$ cat src/rtl/fetch_queue_if.sv
// Fetch-queue bus bundle: IM SRAM read port, decode redirect port and decode
// drain handshake, with the fetch unit on the master side.
interface fetch_queue_if #(
  parameter int DEPTH = 4
);
  localparam int CW = $clog2(DEPTH + 1);

  logic [31:0]   im_addr;
  logic [31:0]   im_data;
  logic          redirect_valid;
  logic [31:0]   redirect_pc;
  logic          out_valid;
  logic          out_ready;
  logic [31:0]   out_inst;
  logic [31:0]   out_pc;
  logic [CW-1:0] occupancy;

  modport master (
    output im_addr,
    input  im_data,
    input  redirect_valid,
    input  redirect_pc,
    output out_valid,
    input  out_ready,
    output out_inst,
    output out_pc,
    output occupancy
  );

  modport slave (
    input  im_addr,
    output im_data,
    output redirect_valid,
    output redirect_pc,
    input  out_valid,
    output out_ready,
    input  out_inst,
    input  out_pc,
    input  occupancy
  );
endinterface

$ cat src/rtl/fetch_queue.sv
// Instruction fetch unit: owns the fetch PC, issues one IM read per cycle when
// space is reserved, and buffers {inst, pc} pairs in a DEPTH-entry FIFO.
module fetch_queue #(
  parameter int          DEPTH    = 4,
  parameter logic [31:0] RESET_PC = 32'h0000_0000
) (
  input logic           clk,
  input logic           rst,
  fetch_queue_if.master bus
);
  localparam int            PW      = $clog2(DEPTH);
  localparam int            CW      = $clog2(DEPTH + 1);
  localparam logic [CW:0]   DEPTH_W = (CW + 1)'(DEPTH);
  localparam logic [CW-1:0] DEPTH_C = CW'(DEPTH);

  logic [31:0]   fetch_pc_r;
  logic [31:0]   inflight_pc_r;
  logic          inflight_r;
  logic [PW-1:0] wr_ptr_r;
  logic [PW-1:0] rd_ptr_r;
  logic [CW-1:0] count_r;
  logic [63:0]   mem_r [DEPTH];

  logic          empty_s;
  logic          out_valid_s;
  logic          pop_s;
  logic          push_s;
  logic          issue_s;
  logic [CW:0]   demand_s;

  // Per-cycle handshake and issue decisions
  always_comb begin
    empty_s     = (count_r == {CW{1'b0}});
    out_valid_s = !empty_s && !bus.redirect_valid;
    pop_s       = out_valid_s && bus.out_ready;
    push_s      = inflight_r && !bus.redirect_valid;
    // one guard bit keeps count + inflight - pop from wrapping
    demand_s    = {1'b0, count_r} + {{CW{1'b0}}, inflight_r} - {{CW{1'b0}}, pop_s};
    issue_s     = !bus.redirect_valid && (demand_s < DEPTH_W);
  end

  // Fetch PC, in-flight read tracking, FIFO pointers and entry count
  always_ff @(posedge clk or negedge rst) begin
    if (!rst) begin
      fetch_pc_r    <= RESET_PC;
      inflight_r    <= 1'b0;
      inflight_pc_r <= 32'h0000_0000;
      wr_ptr_r      <= {PW{1'b0}};
      rd_ptr_r      <= {PW{1'b0}};
      count_r       <= {CW{1'b0}};
    end else if (bus.redirect_valid) begin
      fetch_pc_r <= {bus.redirect_pc[31:2], 2'b00};
      inflight_r <= 1'b0;
      wr_ptr_r   <= {PW{1'b0}};
      rd_ptr_r   <= {PW{1'b0}};
      count_r    <= {CW{1'b0}};
    end else begin
      if (issue_s) begin
        fetch_pc_r    <= fetch_pc_r + 32'd4;
        inflight_r    <= 1'b1;
        inflight_pc_r <= fetch_pc_r;
      end else begin
        inflight_r <= 1'b0;
      end
      if (push_s) begin
        wr_ptr_r <= wr_ptr_r + PW'(1'b1);
      end
      if (pop_s) begin
        rd_ptr_r <= rd_ptr_r + PW'(1'b1);
      end
      case ({push_s, pop_s})
        2'b10:   count_r <= count_r + CW'(1'b1);
        2'b01:   count_r <= count_r - CW'(1'b1);
        default: count_r <= count_r;
      endcase
    end
  end

  // Entry storage; visibility is gated by count so contents need no reset
  always_ff @(posedge clk) begin
    if (push_s) begin
      mem_r[wr_ptr_r] <= {bus.im_data, inflight_pc_r};
    end
  end

  assign bus.im_addr   = fetch_pc_r;
  assign bus.out_valid = out_valid_s;
  assign bus.out_inst  = mem_r[rd_ptr_r][63:32];
  assign bus.out_pc    = mem_r[rd_ptr_r][31:0];
  assign bus.occupancy = count_r;

  // The issue rule reserves a slot for every read, so a push never meets a full FIFO
  push_not_full_a: assert property (@(posedge clk) disable iff (!rst)
    push_s |-> (count_r < DEPTH_C))
    else $error("fetch_queue: push into full FIFO");
endmodule

$ cat src/flat_wrapper.sv
// flat-port wrapper written by rule: the top's interface ports become plain ports
module fetch_queue_flat 
#(
  parameter int          DEPTH    = 4,
  parameter logic [31:0] RESET_PC = 32'h0000_0000
)
  (clk, rst, bus_im_addr, bus_im_data, bus_redirect_valid, bus_redirect_pc, bus_out_valid, bus_out_ready, bus_out_inst, bus_out_pc, bus_occupancy);
  fetch_queue_if #(.DEPTH(DEPTH)) bus_i ();
  input logic clk;
  input logic rst;
  output wire logic [$bits(bus_i.im_addr)-1:0] bus_im_addr;
  input wire logic [$bits(bus_i.im_data)-1:0] bus_im_data;
  input wire logic [$bits(bus_i.redirect_valid)-1:0] bus_redirect_valid;
  input wire logic [$bits(bus_i.redirect_pc)-1:0] bus_redirect_pc;
  output wire logic [$bits(bus_i.out_valid)-1:0] bus_out_valid;
  input wire logic [$bits(bus_i.out_ready)-1:0] bus_out_ready;
  output wire logic [$bits(bus_i.out_inst)-1:0] bus_out_inst;
  output wire logic [$bits(bus_i.out_pc)-1:0] bus_out_pc;
  output wire logic [$bits(bus_i.occupancy)-1:0] bus_occupancy;
  assign bus_im_addr = bus_i.im_addr;
  assign bus_i.im_data = bus_im_data;
  assign bus_i.redirect_valid = bus_redirect_valid;
  assign bus_i.redirect_pc = bus_redirect_pc;
  assign bus_out_valid = bus_i.out_valid;
  assign bus_i.out_ready = bus_out_ready;
  assign bus_out_inst = bus_i.out_inst;
  assign bus_out_pc = bus_i.out_pc;
  assign bus_occupancy = bus_i.occupancy;
  fetch_queue #(.DEPTH(DEPTH), .RESET_PC(RESET_PC)) u_core (.clk(clk), .rst(rst), .bus(bus_i));
endmodule
$ cat config.mk
export PLATFORM = sky130hd
export DESIGN_NAME = fetch_queue_flat
export DESIGN_NICKNAME = d
export VERILOG_FILES = /design/src/rtl/fetch_queue_if.sv /design/src/rtl/fetch_queue.sv /design/src/flat_wrapper.sv
export SDC_FILE = /design/constraint.sdc
export NUM_CORES = 1
export LEC_CHECK = 0
export ABC_CLOCK_PERIOD_IN_PS = 3100
export CAP_MARGIN = 15
export CORE_ASPECT_RATIO = 0.9
export CORE_MARGIN = 1.5
export CORE_UTILIZATION = 50
export DETAILED_ROUTE_END_ITERATION = 16
export PLACE_DENSITY = 0.76
export SYNTH_ARGS = -nofsm -noshare
export SYNTH_HDL_FRONTEND = slang
export SYNTH_SLANG_ARGS = --single-unit
$ cat constraint.sdc
create_clock -name clk -period 3.1 [get_ports clk]
set_clock_uncertainty 0.1 [all_clocks]
set_input_delay 0.31 -clock clk [delete_from_list [all_inputs] [get_ports clk]]
set_output_delay 0.31 -clock clk [all_outputs]
set_load 0.02 [all_outputs]
**Run 1: routed metal, one colour a layer**

Scale: 2 px per um.
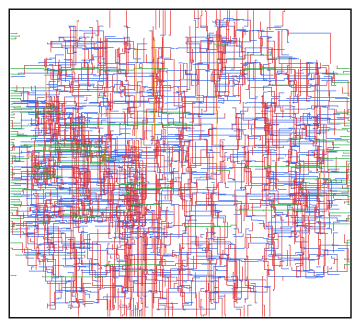
legend:
  green:
    layer: metal 3
    wire_length: 1,870 um
  blue:
    layer: metal 1
    wire_length: 11,400 um
  red:
    layer: metal 2
    wire_length: 12,200 um
  orange:
    layer: metal 4
    wire_length: 374 um

**Run 1: metal 3**

Scale: 1.5 px per um.
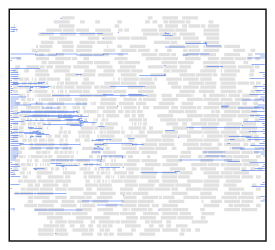
longest straight run: 51.8 um
main direction: horizontal
overall via count from detail_route: 6,875
wire length after detailed routing: 25,800 um

==> job_summary.md, run 1 <==
## Synthesis and layout report

| Metric | Value |
|---|---|
| Result of the run | `complete, no violations` |
| Number of global-route vias before repair | `7,055` |
| Antenna Cells | `0` |
| Average instance area after synthesis | `18.9 um2` |
| Number of logged tool warnings | `31` |
| Post-synthesis to final-layout area growth | `26.4%` |
| Sequential cell area fraction in the yosys report | `72.7%` |
| Boundary Pins | `168` |
| Power per standard cell area | `872 mW/mm2` |
| Total of buffers placed on input and output ports | `161` |
| Fraction of registers with async set or reset after synthesis | `21.5%` |
| IR drop worst, VDD | `0.000566 V` |
| Number of max-slew violations in the final report | `0` |
| Upper clock frequency limit | `338 MHz` |
| Final standard cell count with taps included and fillers excluded | `1,223` |
| Area of the core region | `0.0245 mm2` |
| Leading cell types in the layout, fill and taps excluded | `edfxtp_1, clkdlybuf4s50_1, dfrtp_1` |
| TritonCTS clock tree | `built` |
| Maximum number of pins on one net before global-route repair | `63` |
| Max_cap viols | `0` |
| Final worst-path cycle share | `95.5%` |
| # Cells Yosys | `664` |
| Static power due to leakage | `0.00533 uW` |
| Time the final worst path needs with I/O delays and setup | `2960 ps` |
| Fraction of layout cells with a size suffix above 1 | `23.3%` |
| Total setup buffers inserted after CTS | `0` |
| Via density per instance | `5.62` |
| Longest individual stage delay on the worst path | `550 ps` |
| Number of synthesis warnings | `0` |
| Width of the die | `170 um` |
| Count of state elements after synthesis | `316` |
| Commonest Layout Cell | `edfxtp_1` |
| Fin. Hold Viols | `0` |
| RePlAce Congestion | `0.859` |
| Critical Path Sink Type | `register` |
| Area of the synthesized netlist per yosys stat | `0.0126 mm2` |
| Netlist Area Pre-Place | `0.0126 mm2` |
| Hold WC Path Type | `in2reg` |
| Clock-pin transition on the worst setup and hold timing paths | `60 ps` |
| Library cell appearing most often on the critical path | `ha_1` |
| Synthesized instance count | `664` |
| Worst-path cell chain | `nor3_4, nor3_2, ha_1, inv_1, ha_1, and3b_4, or4_4, buf_12, a2111oi_2, xnor2_1, o21ai_1` |
| RSZ-0062 raised after global routing | `no` |
| Count of flip-flops with a built-in enable after synthesis | `248` |
| Worst-path cell with the longest stage delay | `or4_4` |
| 1st-iter DRT viols | `617` |
| Reg-to-reg setup timing slack | `140 ps` |
| Count of buffer and inverter cells on the critical path | `2` |
| Final-report setup violation count | `0` |
| Transition time at the pin with the least slew margin | `773 ps` |
| Data arrival, critical path | `3270 ps` |
| Placed Cells incl. Taps | `1,164` |
| Initial Util | `51.4%` |
| Remaining Overflow, GRT | `0` |
| GRT Resource Usage Total | `20.2%` |
| DRC errors left | `0` |
| Worst Path Class, Setup | `reg2reg` |
| Worst Path Required | `3410 ps` |
| Total power | `13,900 uW` |
| Wire length per cell | `21.1 um` |
| Number of distinct library cells after synthesis | `47` |
| Die Height | `153 um` |
| First-pass GRT wire length | `40,100 um` |
| Clock tree root driver cell | `clkbuf_16` |
| Final HPWL DP | `16,800 um` |
| Die Footprint | `0.0261 mm2` |
| CTS H-tree depth | `1` |
| Maximum buffer depth of the clock tree | `3` |
| Number of nets at the end of the flow | `939` |
| Number of nets still failing antenna checks after routing | `0` |
| First-pass iteration count of the detailed router | `5` |
| Sort of element at the start of the critical path | `register` |
| Largest fanout on the critical path | `8` |
| Kind of cell with the highest combined delay on the critical path | `simple AND/OR/NAND/NOR gates` |
| Dominant flop cell | `edfxtp_1` |
| Relative slew margins | `48.5%` |
| Post-layout utilization of the core | `65.0%` |
| Antenna violations before repair | `0` |
| Final sum of negative setup slack | `0 ps` |
| Total number of placement rows | `54` |
**Run 1: clock routing**

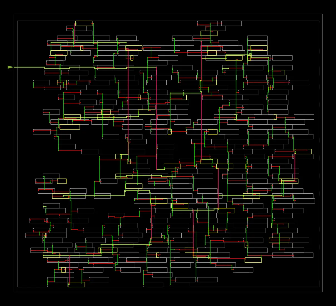
TritonCTS buffer count: 31
count of clock buffers in the final design: 50
number of sinks driven by the clock tree: 316
clock latency at the later pin of the worst-skew pair: 550 ps

==> run 1: final timing paths <==
kind / from / endpoint / cells after the start
max in group asynchronous: rst / u_core.inflight_pc_r[22] / 3
hold reg to reg: u_core.inflight_pc_r[21] / u_core.mem_r[1][21] / 0
setup reg to reg: u_core.bus.occupancy[1] / u_core.bus.im_addr[27] / 11
setup / recovery: u_core.bus.occupancy[1] / u_core.bus.im_addr[27] / 11
hold / removal: bus_redirect_pc[28] / u_core.bus.im_addr[28] / 3
min in group asynchronous: rst / u_core.inflight_pc_r[6] / 2
==> run 1: power by group <==
group / internal, uW / total [uW] / leakage [uW] / switching (uW)
Clock: 2200 / 3690 / 0.000505 / 1490
Sequential: 5500 / 5990 / 0.00308 / 486
Combinational: 2090 / 4190 / 0.00175 / 2100
Total: 9790 / 13900 / 0.00533 / 4080
==> run 1: what timing repair did <==
item | 4_1_cts | 5_1_grt
endpoints found under the setup margin | 0 | 7
resized | 0 | 3
hold buffers | 1 | 0
endpoints found under the hold margin | 28 | 0
==> run 1: tightest hold or removal path, cell delays in order <==
cell,delay (ps)
clkdlybuf4s50_1,390
nand2_1,60
o21ai_1,60
==> run 1: metrics by stage <==
step,worst slack [ps],area (um2),hold WS (ps)
2_1_floorplan,24.9,12600,-85.6
3_3_place_gp,-130,14800,289
3_5_place_dp,-214,14800,315
4_1_cts,62.1,15900,197
5_1_grt,12.2,15900,222
6_report,138,15900,220
==> run 1: area by class of cell <==
cell class,count,area (um2)
clock buffers,50,927
clock inverters,8,95.1
multi-input cells,301,3250
fillers,1693,8560
well taps,336,420
flip-flops and latches,316,9160
repair buffers,200,2000
inverters,12,45.0
==> run 1: synth_stat cells, drive strengths merged, types with 2 or more instances <==
cell     instances  area (um2)
xnor2           22         193
nand3            7        35.0
mux4            62        1400
nand4            7        43.8
mux2            31         349
and2             4        25.0
nor2b            2        12.5
nor2            13        48.8
and3             4        25.0
a2111oi         11         215
edfxtp         248        7450
dfrtp           68        1700
o21ai           33         165
a211oi           7        52.6
mux2i            3        30.0
a21oi            4        20.0
or4              4        37.5
inv             11        41.3
nand2           42         158
nor3             2        10.0
buf             23         134
clkbuf          15        56.3
a31oi            2        12.5
xor2            11        96.3
o2111ai          5        43.8
nor4             2        18.8
ha               8         100
==> run 1: layer usage <==
metal  part of all wire [%]  routed length (um)  GRT usage (%)
met5                      0                   0              0
met3                    7.2                1870           3.68
met2                     47               12200           31.9
met4                    1.4                 373           4.09
met1                     44               11400           29.7
==> run 1: state kept, by name (all words and copies together) (netlist names) <==
name and count:
u_core.inflight_r 1, u_core.inflight_pc_r 30, u_core.bus.occupancy 3, u_core.wr_ptr_r 2
u_core.mem_r 248, u_core.rd_ptr_r 2, u_core.bus.im_addr 30
==> run 1: kinds of logic (layout without fill, tap and decap cells) <==
kind of cell	after synthesis	count (layout)	share of synthesized area (%)
other	1	4	0.0298
multiplexers	96	96	14.1
XOR/XNOR	33	33	2.30
AND/OR/NAND/NOR	92	92	3.60
AND-OR/OR-AND	67	67	4.39
buffers and inverters	50	270	1.87
adder cells (fa/ha/maj)	9	9	0.955
flip-flops	316	316	72.7
==> run 2: changes to the inputs <==
--- a/config.mk
+++ b/config.mk
@@ -5,13 +5,13 @@
 export SDC_FILE = /design/constraint.sdc
 export NUM_CORES = 1
 export LEC_CHECK = 0
-export ABC_CLOCK_PERIOD_IN_PS = 3100
+export ABC_CLOCK_PERIOD_IN_PS = 3200
 export CAP_MARGIN = 15
 export CORE_ASPECT_RATIO = 0.9
 export CORE_MARGIN = 1.5
-export CORE_UTILIZATION = 50
+export CORE_UTILIZATION = 55
 export DETAILED_ROUTE_END_ITERATION = 16
-export PLACE_DENSITY = 0.76
+export PLACE_DENSITY = 0.8
 export SYNTH_ARGS = -nofsm -noshare
 export SYNTH_HDL_FRONTEND = slang
 export SYNTH_SLANG_ARGS = --single-unit
==> constraint.sdc (replaced) <==
create_clock -name clk -period 3.2 [get_ports clk]
set_clock_uncertainty 0.1 [all_clocks]
set_input_delay 0.32 -clock clk [delete_from_list [all_inputs] [get_ports clk]]
set_output_delay 0.32 -clock clk [all_outputs]
set_load 0.02 [all_outputs]
**Run 2: clock routing**

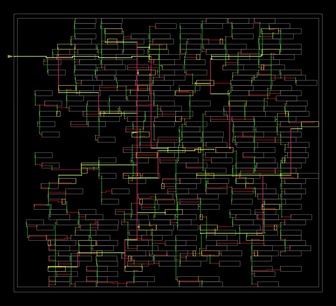
clock distribution power: 3340 uW
count of clock buffers in the final design: 39

==> run 2 against run 1 <==
Critical path depth down 1. Total power down 4.2%. Sequential cell count unchanged. Sequential share of layout area up 0.39 points. Sequential power decreased by 3%. Die area shrank 8.9%. Clock-buffer cell count fell by 11. Setup slack improved by 25 ps.
==> job_summary.md, run 2 <==
## Synthesis and layout report

| Metric | Value |
|---|---|
| Result of the run | `complete, no violations (unchanged)` |
| Clock latency at the later pin of the worst-skew pair | `550 ps (about the same)` |
| Most area-hungry cell type in the Yosys netlist | `edfxtp_1 (unchanged)` |
| Largest cells by area after synthesis | `edfxtp_1, dfrtp_1, mux4_2, mux2_2, xnor2_1 (unchanged)` |
| Wire length after detailed routing | `25,600 um (was 25,800 um)` |
| Final worst-path cycle share | `94.9% (was 95.5%)` |
| Netlist Area Pre-Place | `0.0126 mm2 (unchanged)` |
| DRC errors left | `0 (unchanged)` |
| Maximum buffer depth of the clock tree | `3 (unchanged)` |
| Clock-pin transition on the worst setup and hold timing paths | `60 ps (about the same)` |
| Depth of the most critical reg-to-reg path | `10 (was 11)` |
| Leading cell types in the layout, fill and taps excluded | `edfxtp_1, clkdlybuf4s50_1, dfrtp_1 (unchanged)` |
| Synthesized instance count | `664 (unchanged)` |
| Largest fanout on the critical path | `11 (was 8)` |
| Max_cap viols | `0 (unchanged)` |
| Worst Path Class, Setup | `reg2reg (unchanged)` |
| Overall via count from detail_route | `6,860 (was 6,875)` |
| Number of sinks driven by the clock tree | `316 (unchanged)` |
| Die Footprint | `0.0238 mm2 (was 0.0261 mm2)` |
| Total number of placement rows | `52 (was 54)` |
| Area leader share | `59.2% (unchanged)` |
| Critical R2R Launch | `u_core.bus.occupancy[0] (was u_core.bus.occupancy[1])` |
| Flip-flop count of the largest register after layout | `248 (unchanged)` |
| Number of synthesis warnings | `0 (unchanged)` |
| Hold Crit Depth | `3 (unchanged)` |
| First-pass iteration count of the detailed router | `5 (unchanged)` |
| Final-report setup violation count | `0 (unchanged)` |
| Time the final worst path needs with I/O delays and setup | `3040 ps (was 2960 ps)` |
| Wire length per cell | `21.7 um (was 21.1 um)` |
| Count of state elements after synthesis | `316 (unchanged)` |
| Post-layout utilization of the core | `70.3% (was 65.0%)` |
| Antenna Cells | `0 (unchanged)` |
| Width of the die | `162 um (was 170 um)` |
| Critical Path Sink Type | `register (unchanged)` |
| Number of nets still failing antenna checks after routing | `0 (unchanged)` |
| Number of distinct library cells after synthesis | `47 (unchanged)` |
| Transition time at the pin with the least slew margin | `753 ps (was 773 ps)` |
| Clock tree root driver cell | `clkbuf_16 (unchanged)` |
| Post-synthesis to final-layout area growth | `25.5% (was 26.4%)` |
| Worst Path Required | `3490 ps (was 3410 ps)` |
| Register containing the most flip-flops in the final layout | `u_core.mem_r (unchanged)` |
| Die Height | `146 um (was 153 um)` |
| Via density per instance | `5.81 (was 5.62)` |
| Data arrival, critical path | `3330 ps (was 3270 ps)` |
| Sequential cell area fraction in the yosys report | `72.7% (unchanged)` |
| Initial Util | `56.0% (was 51.4%)` |
| Boundary Pins | `168 (unchanged)` |
| Minimum setup slack after placement | `-145 ps (was -214 ps)` |
| Gate Area | `0.00325 mm2 (about the same)` |
| Number of logged tool warnings | `31 (unchanged)` |
| Count of flip-flops with a built-in enable after synthesis | `248 (unchanged)` |
| Hold Worst Slack | `235 ps (was 220 ps)` |
| Reg-to-reg setup timing slack | `160 ps (was 140 ps)` |
| Final HPWL DP | `16,400 um (was 16,800 um)` |
| Area of the core region | `0.0224 mm2 (was 0.0245 mm2)` |
| First-pass GRT wire length | `40,200 um (was 40,100 um)` |
| Maximum number of pins on one net before global-route repair | `63 (unchanged)` |
| Power per standard cell area | `842 mW/mm2 (was 872 mW/mm2)` |
| Final Worst Setup Slack | `163 ps (was 138 ps)` |
| Top routing layer in use | `met4 (unchanged)` |
| GRT Resource Usage Total | `22.1% (was 20.2%)` |
| Count of filler cells inserted in the layout | `1,427 (was 1,693)` |
| Sort of element at the start of the critical path | `register (unchanged)` |
| Final standard cell count with taps included and fillers excluded | `1,181 (was 1,223)` |
| Placed Cells incl. Taps | `1,119 (was 1,164)` |
| Total of buffers placed on input and output ports | `161 (unchanged)` |
| Count leader, synth | `edfxtp_1 (unchanged)` |
| Fraction of registers with async set or reset after synthesis | `21.5% (unchanged)` |
| Static power due to leakage | `0.00531 uW (was 0.00533 uW)` |
| Upper clock frequency limit | `329 MHz (was 338 MHz)` |
| Number of global-route vias before repair | `7,128 (was 7,055)` |
| Synth cell count leaders | `edfxtp_1, dfrtp_1, mux4_2 (unchanged)` |
| RePlAce Congestion | `0.882 (was 0.859)` |
| CTS H-tree depth | `1 (unchanged)` |
| # Cells Yosys | `664 (unchanged)` |
| Flip-flop and latch area | `0.00915 mm2 (was 0.00916 mm2)` |
| Total length of routed met2 wires | `12,400 um (was 12,200 um)` |
| Routed length on met3 | `1960 um (was 1870 um)` |
| TritonCTS clock tree | `built (unchanged)` |
| Remaining Overflow, GRT | `0 (unchanged)` |
| Relative slew margins | `49.8% (was 48.5%)` |
| Number of max-slew violations in the final report | `0 (unchanged)` |
| Dominant flop cell | `edfxtp_1 (unchanged)` |
| Fin. Hold Viols | `0 (unchanged)` |
| Routed metal-1 wirelength | `10,800 um (was 11,400 um)` |
| IR drop worst, VDD | `0.000563 V (was 0.000566 V)` |
| Antenna violations before repair | `0 (unchanged)` |
| Endpoint of the lowest-slack register-to-register path | `u_core.bus.im_addr[18] (was u_core.bus.im_addr[27])` |
| Hold endpoint | `u_core.bus.im_addr[27] (was u_core.bus.im_addr[28])` |
| First element of the critical path | `u_core.bus.occupancy[0] (was u_core.bus.occupancy[1])` |
| Fraction of layout cells with a size suffix above 1 | `22.9% (was 23.3%)` |
| Area of the synthesized netlist per yosys stat | `0.0126 mm2 (unchanged)` |
| Average instance area after synthesis | `18.9 um2 (unchanged)` |
| 1st-iter DRT viols | `548 (was 617)` |
| TritonCTS buffer count | `31 (unchanged)` |
| Hold WC Path Type | `in2reg (unchanged)` |
| Number of nets at the end of the flow | `939 (unchanged)` |
| Hold path startpoint | `bus_redirect_pc[27] (was bus_redirect_pc[28])` |
| Commonest Layout Cell | `edfxtp_1 (unchanged)` |
**Run 2: metal 3**

Scale: 1.5 px per um.
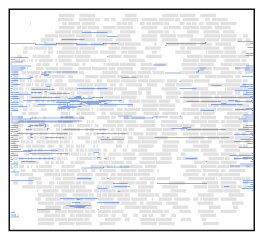
nets with wire on the layer: 170
wire length on this layer: 1,960 um
main direction: horizontal

[run 2: cell counts after synthesis]
No cell type changed its count.
[run 2: through the flow]
| stage | instance area [um2] | TNS (ps) | total power, uW |
|---|---|---|---|
| final | 15800 | 0 | 13300 |
| after detailed placement | 14800 | -1240 | 9970 |
| after global placement | 14800 | -294 | 9780 |
| after global routing | 15800 | -31.3 | 13900 |
| after CTS | 15700 | 0 | 13300 |
| after floorplan | 12600 | 0 | 8150 |
[run 2: worst max-delay path by stage]
stage / depth (start not counted) / endpoint / slack [ps]
global route: 11 / u_core.bus.im_addr[27] / -20
finish: 10 / u_core.bus.im_addr[18] / 160
CTS: 3 / bus_out_pc[4] / 70
floorplan: 11 / u_core.bus.im_addr[15] / 50
global placement: 11 / u_core.bus.im_addr[20] / -60
detailed placement: 12 / u_core.bus.im_addr[27] / -140
[run 2: layout make-up]
type                       count  share of cell area [%]
timing repair buffer         200                    12.8
clock buffer                  39                    5.30
multi-input combinational    301                    20.6
sequential                   316                    58.0
tap                          297                    2.35
clock inverter                16                   0.674
inverter                      12                   0.285
[run 2: worst max-delay path: stages (launching register included)]
cell and delay (ps):
dfrtp_1 490, nor3_4 90, nor3_2 180, ha_1 190, inv_1 40, ha_1 280
and3b_4 200, or4_4 640, a211oi_1 400, xnor2_1 170, o21ai_0 110
[run 2: power by group]
part | switching (uW) | leakage, uW | internal, uW
Combinational | 2030 | 0.00176 | 2080
Sequential | 507 | 0.00308 | 5330
Clock | 1420 | 0.000463 | 1910
Total | 3960 | 0.00531 | 9330
[run 2: timing repair]
action                                 in CTS  in global routing
hold buffers                                1                  0
gates resized                               0                  3
setup buffers                               0                  6
endpoints found under the hold margin      31                  0
setup endpoints to repair                   0                 20
[run 2: logic make-up after synthesis]
family,share of synthesized area (%)
buf+inv,1.87
other cells,0.0298
fa+ha+maj,0.955
simple gates,3.60
mux,14.1
compound gates,4.39
flops,72.7
xor+xnor,2.30
[run 2: layer usage]
layer / up-vias / global-route usage [%]
li1: 3026 / -
met1: 3498 / 31.8
met2: 291 / 35.6
met3: 45 / 4.66
met4: 0 / 3.90
met5: - / 0
==> run 3: changes to the inputs <==
--- a/config.mk
+++ b/config.mk
@@ -5,7 +5,6 @@
 export SDC_FILE = /design/constraint.sdc
 export NUM_CORES = 1
 export LEC_CHECK = 0
-export ABC_CLOCK_PERIOD_IN_PS = 3200
 export CAP_MARGIN = 15
 export CORE_ASPECT_RATIO = 0.9
 export CORE_MARGIN = 1.5
**Run 3: the metal 2 layer**

Scale: 1.5 px per um.
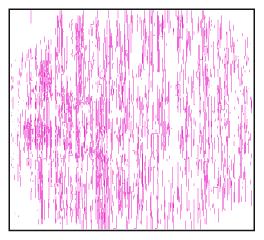
wire length on this layer: 12,400 um
nets with wire on the layer: 854
main direction: vertical

==> run 3 against run 2 <==
Final cell count did not move. Setup slack stayed put. Critical path depth unchanged. Sequential cell count unchanged. Largest cell class unchanged.
==> job_summary.md, run 3 <==
## Synthesis and layout report

| Metric | Value |
|---|---|
| Result of the run | `complete, no violations (unchanged)` |
| Antenna Cells | `0 (unchanged)` |
| Layout Cell Area excl Fill | `0.0158 mm2 (unchanged)` |
| Overall via count from detail_route | `6,860 (unchanged)` |
| Boundary Pins | `168 (unchanged)` |
| Count of flip-flops with a built-in enable after synthesis | `248 (unchanged)` |
| Average instance area after synthesis | `18.9 um2 (unchanged)` |
| Upper clock frequency limit | `329 MHz (unchanged)` |
| Sequential cell area fraction in the yosys report | `72.7% (unchanged)` |
| Netlist Area Pre-Place | `0.0126 mm2 (unchanged)` |
| Fraction of registers with async set or reset after synthesis | `21.5% (unchanged)` |
| Synth cell count leaders | `edfxtp_1, dfrtp_1, mux4_2 (unchanged)` |
| Remaining Overflow, GRT | `0 (unchanged)` |
| Depth of the most critical reg-to-reg path | `10 (unchanged)` |
| Hold WC Path Type | `in2reg (unchanged)` |
| Number of logged tool warnings | `31 (unchanged)` |
| Number of nets still failing antenna checks after routing | `0 (unchanged)` |
| Clock latency at the later pin of the worst-skew pair | `550 ps (about the same)` |
| Hold path startpoint | `bus_redirect_pc[27] (unchanged)` |
| Wire length per cell | `21.7 um (unchanged)` |
| Die Footprint | `0.0238 mm2 (unchanged)` |
| Worst Path Class, Setup | `reg2reg (unchanged)` |
| Max_cap viols | `0 (unchanged)` |
| IR drop worst, VDD | `0.000563 V (unchanged)` |
| Sort of element at the start of the critical path | `register (unchanged)` |
| Commonest Layout Cell | `edfxtp_1 (unchanged)` |
| Number of sinks driven by the clock tree | `316 (unchanged)` |
| TritonCTS buffer count | `31 (unchanged)` |
| Width of the die | `162 um (unchanged)` |
| First-pass iteration count of the detailed router | `5 (unchanged)` |
| Flip-flop count of the largest register after layout | `248 (unchanged)` |
| 1st-iter DRT viols | `548 (unchanged)` |
| Largest fanout on the critical path | `11 (unchanged)` |
| Number of nets at the end of the flow | `939 (unchanged)` |
| Leading cell types in the layout, fill and taps excluded | `edfxtp_1, clkdlybuf4s50_1, dfrtp_1 (unchanged)` |
| Total of buffers placed on input and output ports | `161 (unchanged)` |
| Static power due to leakage | `0.00531 uW (unchanged)` |
| Maximum number of pins on one net before global-route repair | `63 (unchanged)` |
| Time the final worst path needs with I/O delays and setup | `3040 ps (unchanged)` |
| Endpoint of the lowest-slack register-to-register path | `u_core.bus.im_addr[18] (unchanged)` |
| Final worst-path cycle share | `94.9% (unchanged)` |
| Post-synthesis to final-layout area growth | `25.5% (unchanged)` |
| Most area-hungry cell type in the Yosys netlist | `edfxtp_1 (unchanged)` |
| Area of the synthesized netlist per yosys stat | `0.0126 mm2 (unchanged)` |
| Total power | `13,300 uW (unchanged)` |
| Final-report setup violation count | `0 (unchanged)` |
| Power per standard cell area | `842 mW/mm2 (unchanged)` |
| Number of global-route vias before repair | `7,128 (unchanged)` |
| Fin. Hold Viols | `0 (unchanged)` |
| Initial Util | `56.0% (unchanged)` |
| Clock-pin transition on the worst setup and hold timing paths | `60 ps (about the same)` |
| Placed Cells incl. Taps | `1,119 (unchanged)` |
| Synthesized instance count | `664 (unchanged)` |
| Die Height | `146 um (unchanged)` |
| Reg-to-reg setup timing slack | `160 ps (about the same)` |
| First-pass GRT wire length | `40,200 um (unchanged)` |
| RePlAce Congestion | `0.882 (unchanged)` |
| Critical R2R Launch | `u_core.bus.occupancy[0] (unchanged)` |
| # Cells Yosys | `664 (unchanged)` |
| Count leader, synth | `edfxtp_1 (unchanged)` |
| CTS H-tree depth | `1 (unchanged)` |
| GRT Resource Usage Total | `22.1% (unchanged)` |
| Antenna violations before repair | `0 (unchanged)` |
| Final sum of negative setup slack | `0 ps (unchanged)` |
| Total number of placement rows | `52 (unchanged)` |
| Register containing the most flip-flops in the final layout | `u_core.mem_r (unchanged)` |
| Hold Crit Depth | `3 (unchanged)` |
| Wire length after detailed routing | `25,600 um (unchanged)` |
| Placement-stage cell area | `0.0148 mm2 (unchanged)` |
| Area of the core region | `0.0224 mm2 (unchanged)` |
| TritonCTS clock tree | `built (unchanged)` |
| Relative slew margins | `49.8% (unchanged)` |
| Data arrival, critical path | `3330 ps (about the same)` |
| Via density per instance | `5.81 (unchanged)` |
| Number of max-slew violations in the final report | `0 (unchanged)` |
| Critical Path Sink Type | `register (unchanged)` |
| Hold endpoint | `u_core.bus.im_addr[27] (unchanged)` |
| Final standard cell count with taps included and fillers excluded | `1,181 (unchanged)` |
| Area leader share | `59.2% (unchanged)` |
| Transition time at the pin with the least slew margin | `753 ps (unchanged)` |
| Fraction of layout cells with a size suffix above 1 | `22.9% (unchanged)` |
| Count of state elements after synthesis | `316 (unchanged)` |
| Worst Path Required | `3490 ps (about the same)` |
| Largest cells by area after synthesis | `edfxtp_1, dfrtp_1, mux4_2, mux2_2, xnor2_1 (unchanged)` |
| Number of synthesis warnings | `0 (unchanged)` |
| Dominant flop cell | `edfxtp_1 (unchanged)` |
| DRC errors left | `0 (unchanged)` |
| Maximum buffer depth of the clock tree | `3 (unchanged)` |
| Clock tree root driver cell | `clkbuf_16 (unchanged)` |
| Number of distinct library cells after synthesis | `47 (unchanged)` |
| Final HPWL DP | `16,400 um (unchanged)` |
**Run 3: floorplan with the power grid**

Scale: 2 px per um. Pins as bars on the die edge. Tap cells in grey.
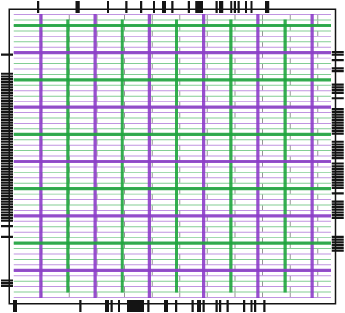
legend:
  purple:
    net: VSS
  green:
    net: VDD
met4 straps: 11
met5 straps: 10
met1 rails: 53
tap cells: 297
signal pins: 168

-- run 3: layout make-up --
class	instances	area, um2
inverters	12	45.0
multi-input cells	301	3250
repair buffers	200	2020
clock buffers	39	836
flip-flops and latches	316	9150
well taps	297	372
fillers	1427	6670
clock inverters	16	106
-- run 3: report_power, final --
group | switching [uW] | internal [uW]
registers | 507 | 5330
logic | 2030 | 2080
clock network | 1420 | 1910
-- run 3: timing repair --
action                                  in CTS  in global routing
resized                                      0                  3
endpoints found under the setup margin       0                 20
hold buffers                                 1                  0
buffers inserted                             0                  6
endpoints found under the hold margin       31                  0
-- run 3: cells by family (layout without fill, tap and decap cells) --
group	Yosys count	after routing	synth area share, %
xor+xnor	33	33	2.30
fa+ha+maj	9	9	0.955
compound gates	67	67	4.39
simple gates	92	92	3.60
other cells	1	4	0.0298
mux	96	96	14.1
flops	316	316	72.7
buf+inv	50	267	1.87
-- run 3: worst max-delay path: stages (launching register included) --
cell      delay [ps]
dfrtp_1          490
nor3_4            90
nor3_2           180
ha_1             190
inv_1             40
ha_1             280
and3b_4          200
or4_4            640
a211oi_1         400
xnor2_1          170
o21ai_0          110
-- run 3: worst max-delay path by stage --
stage,slack (ps),cells past startpoint,startpoint,end
6_report,160,10,u_core.bus.occupancy[0],u_core.bus.im_addr[18]
5_1_grt,-20,11,u_core.bus.occupancy[0],u_core.bus.im_addr[27]
4_1_cts,70,3,u_core.rd_ptr_r[0],bus_out_pc[4]
3_5_place_dp,-140,12,bus_out_ready,u_core.bus.im_addr[27]
3_3_place_gp,-60,11,bus_out_ready,u_core.bus.im_addr[20]
2_1_floorplan,50,11,u_core.bus.occupancy[1],u_core.bus.im_addr[15]
-- run 3: metrics by stage --
| stage | utilization, % | hold WS (ps) | setup WS, ps |
|---|---|---|---|
| 2_1_floorplan | - | -75.6 | 54.2 |
| 3_3_place_gp | 65.8 | 303 | -58.0 |
| 3_5_place_dp | 65.8 | 326 | -145 |
| 4_1_cts | 70.0 | 218 | 67.3 |
| 5_1_grt | 70.3 | 231 | -20.3 |
| 6_report | 70.3 | 235 | 163 |
-- run 3: metal layers --
layer  track usage, %  vias to the layer above  share of wire [%]
met4             3.90                        0                1.6
met1             31.8                     3498                 42
li1                 -                     3026                  -
met5                0                        -                  0
met3             4.66                       45                7.7
met2             35.6                      291                 49
No activity file was given, so power comes from the tool's default toggle rates.
